**Run 1: routed metal, one colour a layer**

(3 px per um)
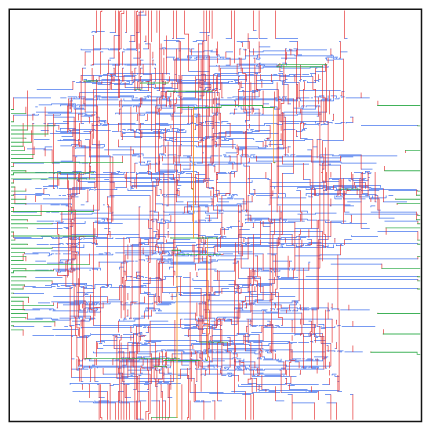
**Run 1: metal 2**

(2 px per um)
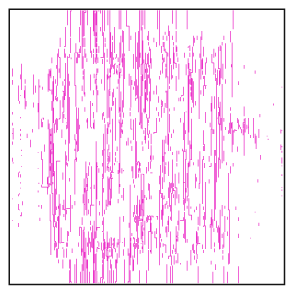
**Run 1: signal wires on met3**

(2 px per um)
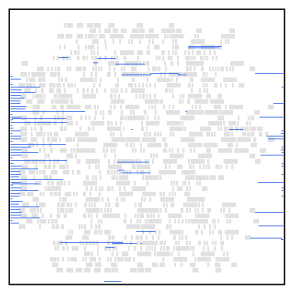
### config.mk
export PLATFORM = sky130hd
export DESIGN_NAME = mux_skid_stage_flat
export DESIGN_NICKNAME = d
export VERILOG_FILES = /design/src/rtl/mux_skid_stage_pkg.sv /design/src/rtl/mux_skid_stage_if.sv /design/src/rtl/mux_skid_stage_mux_n.sv /design/src/rtl/mux_skid_stage.sv /design/src/flat_wrapper.sv
export SDC_FILE = /design/constraint.sdc
export NUM_CORES = 1
export LEC_CHECK = 0
export ABC_AREA = 1
export CAP_MARGIN = 20
export CORE_MARGIN = 4
export CORE_UTILIZATION = 28
export DETAILED_ROUTE_END_ITERATION = 6
export GPL_ROUTABILITY_DRIVEN = 0
export PLACE_DENSITY = 0.52
export SLEW_MARGIN = 10
export SYNTH_ARGS = -nofsm -noshare
export SYNTH_HDL_FRONTEND = slang
export SYNTH_HIERARCHICAL = 1
export SYNTH_SLANG_ARGS = --single-unit
### constraint.sdc
create_clock -name clk -period 1.4 [get_ports clk]
set_input_delay 0.21 -clock clk [delete_from_list [all_inputs] [get_ports clk]]
set_output_delay 0.21 -clock clk [all_outputs]
set_load 0.02 [all_outputs]
### src/rtl/mux_skid_stage_pkg.sv
// Shared definitions for the selector + skid stage: occupancy state encoding
// and the width of one stored entry {data, src, err}.
package mux_skid_pkg;

    // Occupancy of the two entry registers (main, skid)
    typedef enum logic [1:0] {
        ST_EMPTY = 2'd0,
        ST_ONE   = 2'd1,
        ST_FULL  = 2'd2
    } state_t;

    // Bits in one stored entry: data, source index and out-of-range flag
    function automatic int entry_w(input int width, input int sel_w);
        return width + sel_w + 1;
    endfunction

endpackage

### src/rtl/mux_skid_stage_if.sv
// Handshake bundle between upstream, the selector stage and downstream.
// master = the side driving transfers in and consuming them out; slave = the stage.
interface mux_skid_stage_if #(
    parameter int WIDTH  = 32,
    parameter int NUM_IN = 3,
    parameter int SEL_W  = $clog2(NUM_IN)
);
    logic                    in_valid;
    logic                    in_ready;
    logic [SEL_W-1:0]        sel;
    logic [NUM_IN*WIDTH-1:0] data_in;
    logic                    flush;
    logic                    out_valid;
    logic                    out_ready;
    logic [WIDTH-1:0]        data_out;
    logic [SEL_W-1:0]        out_src;
    logic                    out_err;

    modport slave (
        input  in_valid, sel, data_in, flush, out_ready,
        output in_ready, out_valid, data_out, out_src, out_err
    );

    modport master (
        output in_valid, sel, data_in, flush, out_ready,
        input  in_ready, out_valid, data_out, out_src, out_err
    );
endinterface

### src/rtl/mux_skid_stage_mux_n.sv
// Generic NUM_IN-way WIDTH-bit selector. An out-of-range select falls back to
// source 0 and raises err so the consumer can see the substitution.
module mux_n
    import mux_skid_pkg::*;
#(
    parameter int WIDTH  = 32,
    parameter int NUM_IN = 3,
    parameter int SEL_W  = $clog2(NUM_IN)
) (
    input  logic [SEL_W-1:0]        sel,
    input  logic [NUM_IN*WIDTH-1:0] data_in,
    output logic [WIDTH-1:0]        data,
    output logic [SEL_W-1:0]        src,
    output logic                    err
);

    // Pick the matching source; no match leaves the source-0 fallback in place
    always_comb begin
        data = data_in[WIDTH-1:0];
        src  = {SEL_W{1'b0}};
        err  = 1'b1;
        for (int i = 0; i < NUM_IN; i++) begin
            if (sel == SEL_W'(i)) begin
                data = data_in[i*WIDTH +: WIDTH];
                src  = SEL_W'(i);
                err  = 1'b0;
            end else begin
                data = data;
                src  = src;
                err  = err;
            end
        end
    end

endmodule

### src/rtl/mux_skid_stage.sv
// Operand selector fused with a 2-entry valid/ready skid register.
// Main register drives the outputs; the skid register absorbs the one extra
// entry accepted while downstream stalls, so in_ready never depends on
// out_ready combinationally.
module mux_skid_stage
    import mux_skid_pkg::*;
#(
    parameter int WIDTH  = 32,
    parameter int NUM_IN = 3,
    parameter int SEL_W  = $clog2(NUM_IN)
) (
    input logic               clk,
    input logic               reset,
    mux_skid_stage_if.slave   bus
);

    localparam int EW = entry_w(WIDTH, SEL_W);

    logic [WIDTH-1:0] mux_data_s;
    logic [SEL_W-1:0] mux_src_s;
    logic             mux_err_s;
    logic [EW-1:0]    new_entry_s;

    logic [EW-1:0]    main_r, main_n_s;
    logic [EW-1:0]    skid_r, skid_n_s;
    logic             main_v_r, main_v_n_s;
    logic             skid_v_r, skid_v_n_s;
    logic             in_ready_r;
    logic             accept_s;
    logic             emit_s;
    state_t           state_s;

    mux_n #(
        .WIDTH  (WIDTH),
        .NUM_IN (NUM_IN),
        .SEL_W  (SEL_W)
    ) u_mux (
        .sel     (bus.sel),
        .data_in (bus.data_in),
        .data    (mux_data_s),
        .src     (mux_src_s),
        .err     (mux_err_s)
    );

    assign new_entry_s = {mux_data_s, mux_src_s, mux_err_s};
    assign accept_s    = bus.in_valid && in_ready_r;
    assign emit_s      = main_v_r && bus.out_ready;

    // Decode occupancy from the two valid bits
    always_comb begin
        state_s = ST_EMPTY;
        if (skid_v_r) begin
            state_s = ST_FULL;
        end else if (main_v_r) begin
            state_s = ST_ONE;
        end else begin
            state_s = ST_EMPTY;
        end
    end

    // Next-state and entry movement; flush overrides every transition
    always_comb begin
        main_v_n_s = main_v_r;
        skid_v_n_s = skid_v_r;
        main_n_s   = main_r;
        skid_n_s   = skid_r;
        if (bus.flush) begin
            main_v_n_s = 1'b0;
            skid_v_n_s = 1'b0;
        end else begin
            case (state_s)
                ST_EMPTY: begin
                    if (accept_s) begin
                        main_n_s   = new_entry_s;
                        main_v_n_s = 1'b1;
                    end else begin
                        main_v_n_s = 1'b0;
                    end
                end
                ST_ONE: begin
                    if (accept_s && emit_s) begin
                        main_n_s = new_entry_s;
                    end else if (accept_s) begin
                        skid_n_s   = new_entry_s;
                        skid_v_n_s = 1'b1;
                    end else if (emit_s) begin
                        main_v_n_s = 1'b0;
                    end else begin
                        main_v_n_s = 1'b1;
                    end
                end
                ST_FULL: begin
                    if (emit_s) begin
                        main_n_s   = skid_r;
                        skid_v_n_s = 1'b0;
                    end else begin
                        skid_v_n_s = 1'b1;
                    end
                end
                default: begin
                    main_v_n_s = 1'b0;
                    skid_v_n_s = 1'b0;
                end
            endcase
        end
    end

    // Entry registers, valids and the registered ready
    always_ff @(posedge clk) begin
        if (reset) begin
            main_r     <= {EW{1'b0}};
            skid_r     <= {EW{1'b0}};
            main_v_r   <= 1'b0;
            skid_v_r   <= 1'b0;
            in_ready_r <= 1'b1;
        end else begin
            main_r     <= main_n_s;
            skid_r     <= skid_n_s;
            main_v_r   <= main_v_n_s;
            skid_v_r   <= skid_v_n_s;
            in_ready_r <= ~skid_v_n_s;
        end
    end

    // in_ready also reads 1 while reset is held, before the first clock edge
    assign bus.in_ready  = in_ready_r | reset;
    assign bus.out_valid = main_v_r;
    assign {bus.data_out, bus.out_src, bus.out_err} = main_r;

endmodule

### src/flat_wrapper.sv
// flat-port wrapper written by rule: the top's interface ports become plain ports
module mux_skid_stage_flat import mux_skid_pkg::*;
#(
    parameter int WIDTH  = 32,
    parameter int NUM_IN = 3,
    parameter int SEL_W  = $clog2(NUM_IN)
)
  (clk, reset, bus_in_valid, bus_sel, bus_data_in, bus_flush, bus_out_ready, bus_in_ready, bus_out_valid, bus_data_out, bus_out_src, bus_out_err);
  mux_skid_stage_if #(.WIDTH(WIDTH), .NUM_IN(NUM_IN), .SEL_W(SEL_W)) bus_i ();
  input logic clk;
  input logic reset;
  input wire logic [$bits(bus_i.in_valid)-1:0] bus_in_valid;
  input wire logic [$bits(bus_i.sel)-1:0] bus_sel;
  input wire logic [$bits(bus_i.data_in)-1:0] bus_data_in;
  input wire logic [$bits(bus_i.flush)-1:0] bus_flush;
  input wire logic [$bits(bus_i.out_ready)-1:0] bus_out_ready;
  output wire logic [$bits(bus_i.in_ready)-1:0] bus_in_ready;
  output wire logic [$bits(bus_i.out_valid)-1:0] bus_out_valid;
  output wire logic [$bits(bus_i.data_out)-1:0] bus_data_out;
  output wire logic [$bits(bus_i.out_src)-1:0] bus_out_src;
  output wire logic [$bits(bus_i.out_err)-1:0] bus_out_err;
  assign bus_i.in_valid = bus_in_valid;
  assign bus_i.sel = bus_sel;
  assign bus_i.data_in = bus_data_in;
  assign bus_i.flush = bus_flush;
  assign bus_i.out_ready = bus_out_ready;
  assign bus_in_ready = bus_i.in_ready;
  assign bus_out_valid = bus_i.out_valid;
  assign bus_data_out = bus_i.data_out;
  assign bus_out_src = bus_i.out_src;
  assign bus_out_err = bus_i.out_err;
  mux_skid_stage #(.WIDTH(WIDTH), .NUM_IN(NUM_IN), .SEL_W(SEL_W)) u_core (.clk(clk), .reset(reset), .bus(bus_i));
endmodule
==> reports/metrics.csv, run 1 <==
stage,metric,value,unit
outcome,status,completed,
logic_synthesis,most numerous cell in the Yosys netlist,nor2_1,
logic_synthesis,warnings from Yosys,6,
worst_setup_path,Critical Path End,u_core/main_r[24]$_SDFFE_PP0P_,
detailed_routing,Top Layer Used,met4,
job,stage-log warning count,26,
clocking,CTS Sinks,73,
final_layout,Top class by area,multi-input combinational cells,
pwr,total chip power,6.127,mW
final_layout,non-clk buf share,0.2848,
clocking,Clock Tree Root,clkbuf_16,
logic_synthesis,yosys cell count,803,
pwr,Pwr top,clock,
worst_setup_path,"Worst Path Class, Setup",in2reg,
timing,"Slew Viols, Final",0,
final_layout,clock network area share,0.04299,
pwr,sequential share of power,0.368,
worst_setup_path,CP max stage cell,dlygate4sd2_1,
final_layout,Syn-to-layout area delta,48.32,%
clocking,clk_lat worst skew,0.34,ns
timing,period utilization,0.9353,
worst_setup_path,path depth of the worst reg2reg path,8,
clocking,CTS H-tree depth,3,
final_layout,flop share of the area,0.2122,
grt,largest net degree at the start of global routing,41,
hold_path,hold_sp,bus_sel[0],
pwr,switch share,0.2813,
clocking,"Reg clk slew, reported paths",0.06,ns
detailed_routing,met3 WL,765,um
place,dpl ws,-0.4430,ns
pwr,Comb pwr share,0.256,
final_layout,final core occ,0.4296,
logic_synthesis,Post-synth seq share,0.3142,
worst_setup_path,Worst path max stage delay,0.26,ns
logic_synthesis,Simple-Gate Area Share,0.4512,
worst_setup_path,Crit Reg-Reg Startpoint,u_core/skid_v_r$_SDFF_PP0_,
place,detailed placement HPWL,10510,um
logic_synthesis,Post-synth mux share,0,
worst_setup_path,CP Depth,12,
hold_path,hold depth,6,
final_layout,clock buffer count in the final layout,12,
final_layout,fillers,1800,
pwr,Sequential Power,2.26,mW
logic_synthesis,Synth cell types,25,
pwr,clock share of power,0.376,
final_layout,fin area,0.006898,mm2
job,max-cap viol count,0,
final_layout,Non-clk invs,147,
timing,worst hold margin,0.4141,ns
final_layout,share of cells above drive strength 1,0.1009,
grt,total gr overflow,0,
pwr,P_leak,3.734,nW
clocking,CTS tree,built,
final_layout,Inserted Diodes,0,
pwr,maximum vdd drop,0.4719,mV
logic_synthesis,Post-synth EDFFs,0,
floorplanning,Tapcells,216,
worst_setup_path,R2R Path End,u_core/skid_r[1]$_SDFFE_PP0P_,
logic_synthesis,top_reg_cell synth,dfxtp_1,
place,placed cells,1148,
worst_setup_path,Worst EP arrival,1.54,ns
final_layout,nonclk buf count,182,
worst_setup_path,CP cell instances,"dlygate4sd2_1, inv_2, buf_12, nand3_1, nand3_1, nand2_1, inv_1, nor2_1, nor2_1, nand4_1, nand2_1, nor2_1",
timing,"Setup violations, final",0,
logic_synthesis,asr flop ratio synth,0,
logic_synthesis,cells after synthesis,803,
clocking,total CTS buffers,9,
logic_synthesis,"top cells by count, synth","nor2_1 (215), nand2_1 (161), inv_1 (139)",
timing,Rel. slew slack,0.8220,
worst_setup_path,CP Capture Type,register,
logic_synthesis,Area leader share,0.3142,
hold_path,Hold Path Class,in2reg,
floorplanning,FP Util,0.2896,
worst_setup_path,crit start category,input pin,
logic_synthesis,post-synthesis cell area,0.004651,mm2
logic_synthesis,Post-Synth AOI/OAI Area,0.04547,
final_layout,final std cells w/o fill,1167,
timing,Final WS setup,0.09055,ns
grt,number of global-route vias before repair,4427,
timing,fmax,0.7637,GHz
logic_synthesis,adder share,0,
timing,Worst Clk Skew,0.003831,ns
worst_setup_path,kind of cell adding the most delay to the critical path,simple AND/OR/NAND/NOR gates,
About 'routed metal, one colour a layer':
Key: blue = met1 [wire length 7570 um]; green = met3 [wire length 766 um]; orange = met4 [wire length 157 um]; red = met2 [wire length 6190 um]
Post-Route WL: 14680 um
Routed WL per cell: 12.57 um
GR Util All Layers: 0.1587

About 'metal 2':
659 nets have wire on it. The layer carries 6190 um of wire.
via count: 4875
met2 Use GR: 0.2317

About 'signal wires on met3':
The layer carries 766 um of wire. 88 nets have wire on it.

-- run 1: cells in the final DEF, fill, tap and decap left out, drive strengths merged --
master         Yosys  final
nor2             216    216
o21ai             36     36
clkbuf             9     14
o211a              1      1
dlygate4sd2        0     37
or2                1      1
clkinv             1      2
buf               40     43
inv              146    147
dfxtp             73     73
clkdlybuf4s50      0    100
a21oi              2      2
nand4             36     36
nand2            176    176
bufinv             0      1
nand3             66     66
-- run 1: what timing repair did --
action / 4_1_cts / 5_1_grt
resized: 45 / 15
endpoints found under the setup margin: 66 / 55
setup buffers: 0 / 1
hold buffers: 0 / 0
pin swaps: 0 / 9
gates cloned: 2 / 1
**Run 1: power grid**

(3 px per um) Pins as bars on the die edge. Tap cells in grey.
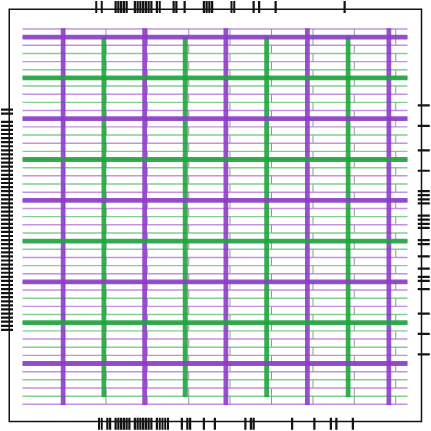

==> run 1 -> run 2 <==
--- a/config.mk
+++ b/config.mk
@@ -5,7 +5,6 @@
 export SDC_FILE = /design/constraint.sdc
 export NUM_CORES = 1
 export LEC_CHECK = 0
-export ABC_AREA = 1
 export CAP_MARGIN = 20
 export CORE_MARGIN = 4
 export CORE_UTILIZATION = 28
**Run 2: power grid**

(3 px per um) Pins as bars on the die edge. Tap cells in grey.
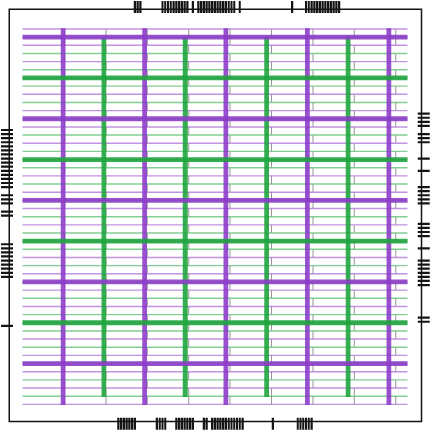
Key: green = VDD; purple = VSS
47 met1 rails follow the rows. 140 signal pins sit on the boundary.

**Run 2: metal 2**

(2 px per um)
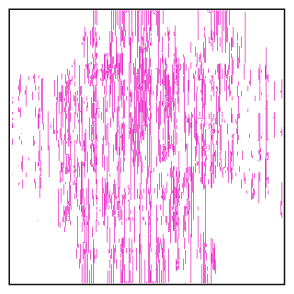
The longest straight run is 62.6 um. 706 nets have wire on it. The wires run mostly vertical. The layer holds 51% of the routed length.
met2 Use GR: 0.2900
Post-Route WL: 16340 um
via count: 4721

==> reports/metrics.csv, run 2 <==
stage,metric,value,unit,change
outcome,status,"complete, but fails checks",,
outcome,violated checks,negative setup slack,,
pwr,Comb pwr share,0.259,,+0.003
timing,Worst Clk Skew,0.007000,ns,+0.003169 ns
timing,fmax,0.6149,GHz,-19%
pwr,Pwr top,clock,,
hold_path,hold depth,3,,-3
clocking,clk_lat worst skew,0.33,ns,about the same
logic_synthesis,most numerous cell in the Yosys netlist,mux2i_1,,
pwr,total chip power,6.608,mW,+7.8%
final_layout,most numerous logic cell after layout,clkdlybuf4s50_1,,
timing,"Setup violations, final",70,,+70
final_layout,share of cells above drive strength 1,0.3277,,+0.2267
pwr,switch share,0.2662,,-0.01511
worst_setup_path,Worst EP arrival,1.85,ns,+0.31 ns
place,detailed placement HPWL,10410,um,-0.94%
logic_synthesis,Area leader share,0.3141,,about the same
timing,Rel. slew slack,0.6738,,-0.1482
clocking,CTS resizes,98,,+120%
worst_setup_path,CP Capture Type,register,,
clocking,total CTS buffers,9,,unchanged
pwr,Sequential Power,2.21,mW,-2%
pwr,sequential share of power,0.335,,-0.033
floorplanning,FP Util,0.2897,,about the same
timing,"Slew Viols, Final",0,,unchanged
clocking,CTS H-tree depth,3,,unchanged
detailed_routing,met3 WL,801,um,+4.7%
grt,largest net degree at the start of global routing,74,,+80%
timing,Final WS setup,-0.2262,ns,-0.3167 ns
detailed_routing,Top Layer Used,met4,,
pwr,P_leak,3.023,nW,-19%
clocking,post-CTS setup buffer count,15,,+15
place,dpl ws,-0.5879,ns,-0.1449 ns
hold_path,Hold Path Class,in2reg,,
clocking,CTS Hold Bufs,0,,unchanged
worst_setup_path,"Worst Path Class, Setup",reg2reg,,
worst_setup_path,Critical Path End,u_core/main_r[24]$_SDFFE_PP0P_,,
worst_setup_path,kind of cell adding the most delay to the critical path,simple AND/OR/NAND/NOR gates,,
logic_synthesis,top_reg_cell synth,dfxtp_1,,
clocking,Clock Tree Root,clkbuf_16,,
worst_setup_path,R2R Path End,u_core/main_r[24]$_SDFFE_PP0P_,,
worst_setup_path,Crit Reg-Reg Startpoint,u_core/bus.out_valid$_SDFFE_PP0P_,,
final_layout,Inserted Diodes,0,,unchanged
grt,number of global-route vias before repair,4785,,+8.1%
final_layout,fillers,1455,,-19%
worst_setup_path,crit start category,register,,
clocking,CTS Sinks,73,,unchanged
pwr,clock share of power,0.406,,+0.030
pwr,maximum vdd drop,0.6346,mV,+34%
logic_synthesis,Post-synth EDFFs,0,,unchanged
worst_setup_path,CP max stage cell,or4_4,,
worst_setup_path,CP cell instances,"nor2b_4, or4_4, buf_4, a221oi_1",,
final_layout,Syn-to-layout area delta,69.23,%,
place,placed cells,887,,-23%
**Run 2: routed metal, one colour a layer**

(3 px per um)
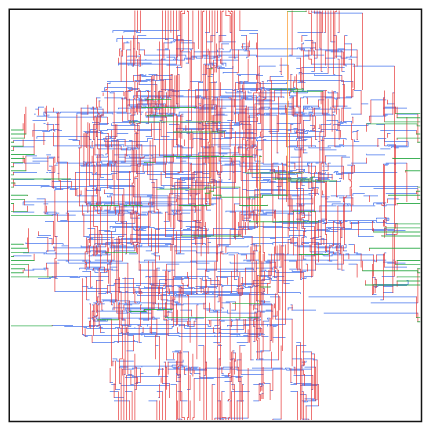
Key: green = met3 [wire length 802 um]; blue = met1 [wire length 6970 um]; red = met2 [wire length 8410 um]; orange = met4 [wire length 156 um]
GR Util All Layers: 0.1620
Routed WL per cell: 17.68 um

[run 2: area by class of cell]
type	count	area, um2	area share
Multi-Input combinational cell	359	3356	0.4263
Sequential cell	73	1470	0.1867
Tap cell	216	270.3	0.03433
Inverter	35	131.4	0.01669
Clock inverter	3	67.56	0.008582
Timing Repair Buffer	225	2286	0.2904
Clock buffer	13	291.5	0.03703
[run 2: cells by family (layout without fill, tap and decap cells)]
logic type / count (synthesis) / after routing / share of synthesized area
and+or+nand+nor: 83 / 83 / 0.1054
muxes: 96 / 96 / 0.2066
buffers and inverters: 97 / 276 / 0.1087
AOI/OAI and AO/OA: 180 / 180 / 0.2652
DFF: 73 / 73 / 0.3141
**Run 2: clock nets**

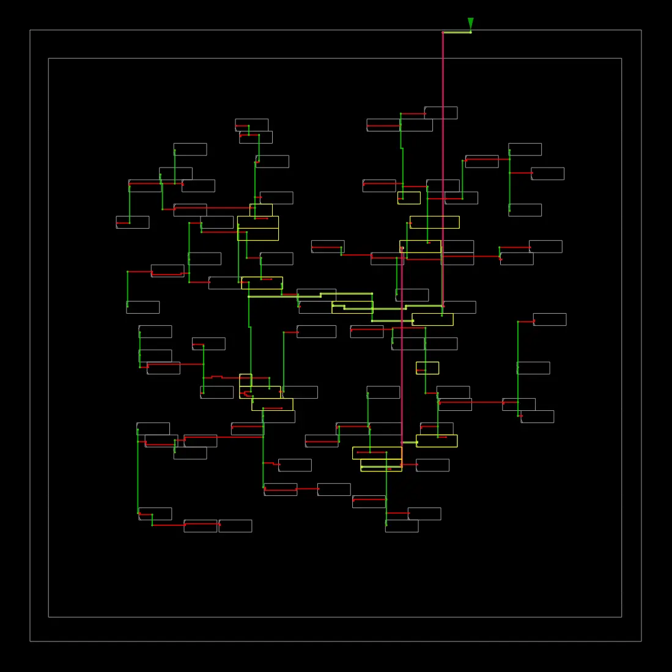

==> run 2 -> run 3 <==
--- a/config.mk
+++ b/config.mk
@@ -7,10 +7,10 @@
 export LEC_CHECK = 0
 export CAP_MARGIN = 20
 export CORE_MARGIN = 4
-export CORE_UTILIZATION = 28
+export CORE_UTILIZATION = 48
 export DETAILED_ROUTE_END_ITERATION = 6
 export GPL_ROUTABILITY_DRIVEN = 0
-export PLACE_DENSITY = 0.52
+export PLACE_DENSITY = 0.81
 export SLEW_MARGIN = 10
 export SYNTH_ARGS = -nofsm -noshare
 export SYNTH_HDL_FRONTEND = slang
**Run 3: clock nets**

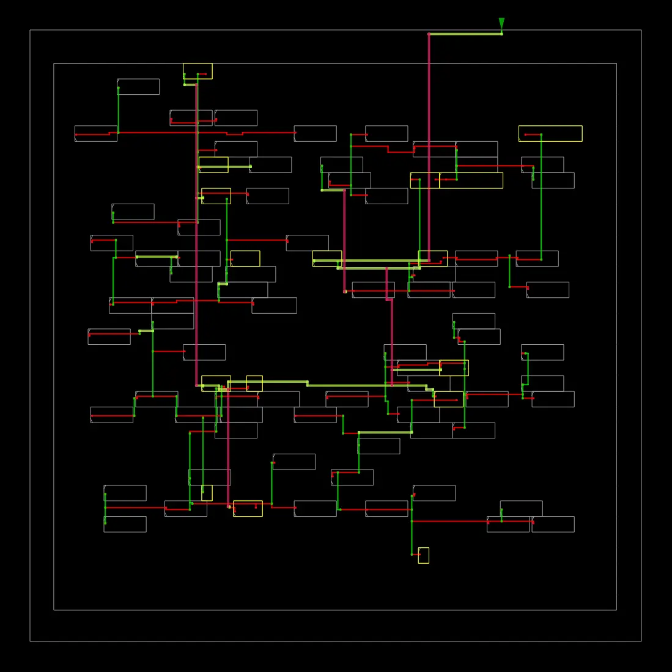
clk_lat worst skew: 0.36 ns
Power Clock: 1.95 mW
Worst Clk Skew: 0.008023 ns

**Run 3: power grid**

(4 px per um) Pins as bars on the die edge. Tap cells in grey.
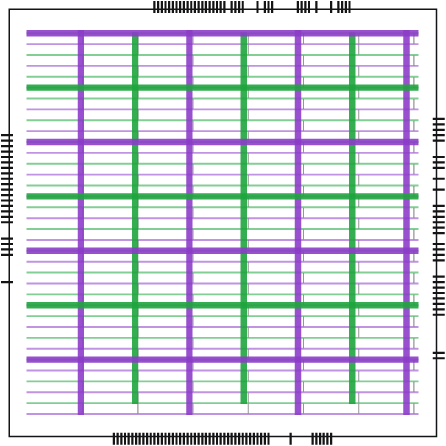
Key: green = VDD; purple = VSS
The core has 35 rows. 7 straps on met4. 7 straps on met5.

==> reports/metrics.csv, run 3 <==
stage,metric,value,unit,change
outcome,status,"complete, but fails checks",,
outcome,violated checks,negative setup slack,,
logic_synthesis,Post-Synth AOI/OAI Area,0.2652,,unchanged
timing,fmax,0.6155,GHz,about the same
final_layout,Syn-to-layout area delta,55.49,%,
final_layout,most numerous logic cell after layout,clkdlybuf4s50_1,,
final_layout,share of cells above drive strength 1,0.2787,,-0.04902
logic_synthesis,top_reg_cell synth,dfxtp_1,,
logic_synthesis,Area leader share,0.3141,,unchanged
worst_setup_path,crit start category,register,,
clocking,CTS resizes,104,,+6.1%
clocking,CTS Hold Bufs,0,,unchanged
floorplanning,FP Util,0.4987,,+0.2090
pwr,maximum vdd drop,0.5360,mV,-16%
worst_setup_path,Crit Reg-Reg Startpoint,u_core/bus.out_valid$_SDFFE_PP0P_,,
worst_setup_path,CP Capture Type,register,,
final_layout,fillers,598,,-59%
timing,Final WS setup,-0.2246,ns,+0.001564 ns
grt,GR Util All Layers,0.2794,,+0.1174
grt,largest net degree at the start of global routing,74,,unchanged
timing,"Slew Viols, Final",0,,unchanged
worst_setup_path,R2R Path End,u_core/main_r[28]$_SDFFE_PP0P_,,
logic_synthesis,Post-synth EDFFs,0,,unchanged
detailed_routing,met3 WL,1252,um,+56%
timing,Rel. slew slack,0.6709,,-0.002886
worst_setup_path,CP cell instances,"nor2b_4, or4_4, buf_4, a221oi_2",,
worst_setup_path,"Worst Path Class, Setup",reg2reg,,
logic_synthesis,Post-synth mux share,0.2066,,unchanged
logic_synthesis,Simple-Gate Area Share,0.1054,,unchanged
final_layout,Gate Area,0.003202,mm2,-4.6%
timing,"Setup violations, final",70,,unchanged
place,detailed placement HPWL,10230,um,-1.8%
worst_setup_path,Worst EP arrival,1.90,ns,+0.05 ns
clocking,CTS Sinks,73,,unchanged
hold_path,Hold Path Class,in2reg,,
logic_synthesis,adder share,0,,unchanged
grt,number of global-route vias before repair,5088,,+6.3%
clocking,post-CTS setup buffer count,7,,-8
logic_synthesis,most numerous cell in the Yosys netlist,mux2i_1,,
**Run 3: routed metal, one colour a layer**

(4 px per um)
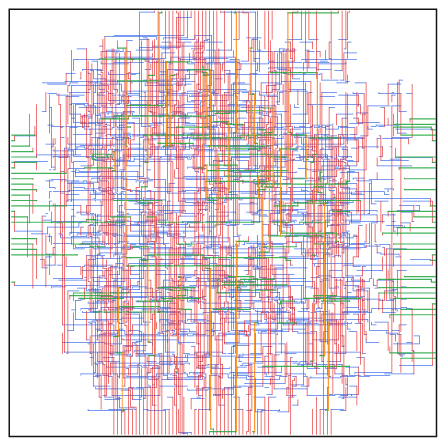
Key: orange = met4 [wire length 818 um]; green = met3 [wire length 1250 um]; red = met2 [wire length 8730 um]; blue = met1 [wire length 5990 um]
Post-Route WL: 16790 um
via count: 4998

==> run 3: netlist changes by cell type in the layout (fill, tap and decap cells not counted), sizes merged <==
cell | previous run | this run
buf | 88 | 72
clkbuf | 16 | 12
clkinv | 0 | 2
clkdlybuf4s15 | 1 | 0
diode | 0 | 1
==> run 3: cell type report <==
cell class,count,area share
multi-input cells,359,0.4427
repair buffers,206,0.2816
flip-flops and latches,73,0.2033
well taps,129,0.02231
clock buffers,11,0.02093
inverters,35,0.01816
clock inverters,5,0.01072
diodes,1,0.0003460
==> run 3: where the power goes <==
part	internal (mW)	leakage (nW)	switching [mW]
Clock	1.10	0.115	0.851
Sequential	2.16	0.596	0.0456
Combinational	0.815	2.11	0.832
Total	4.07	2.82	1.73
No activity file was given, so power comes from the tool's default toggle rates.
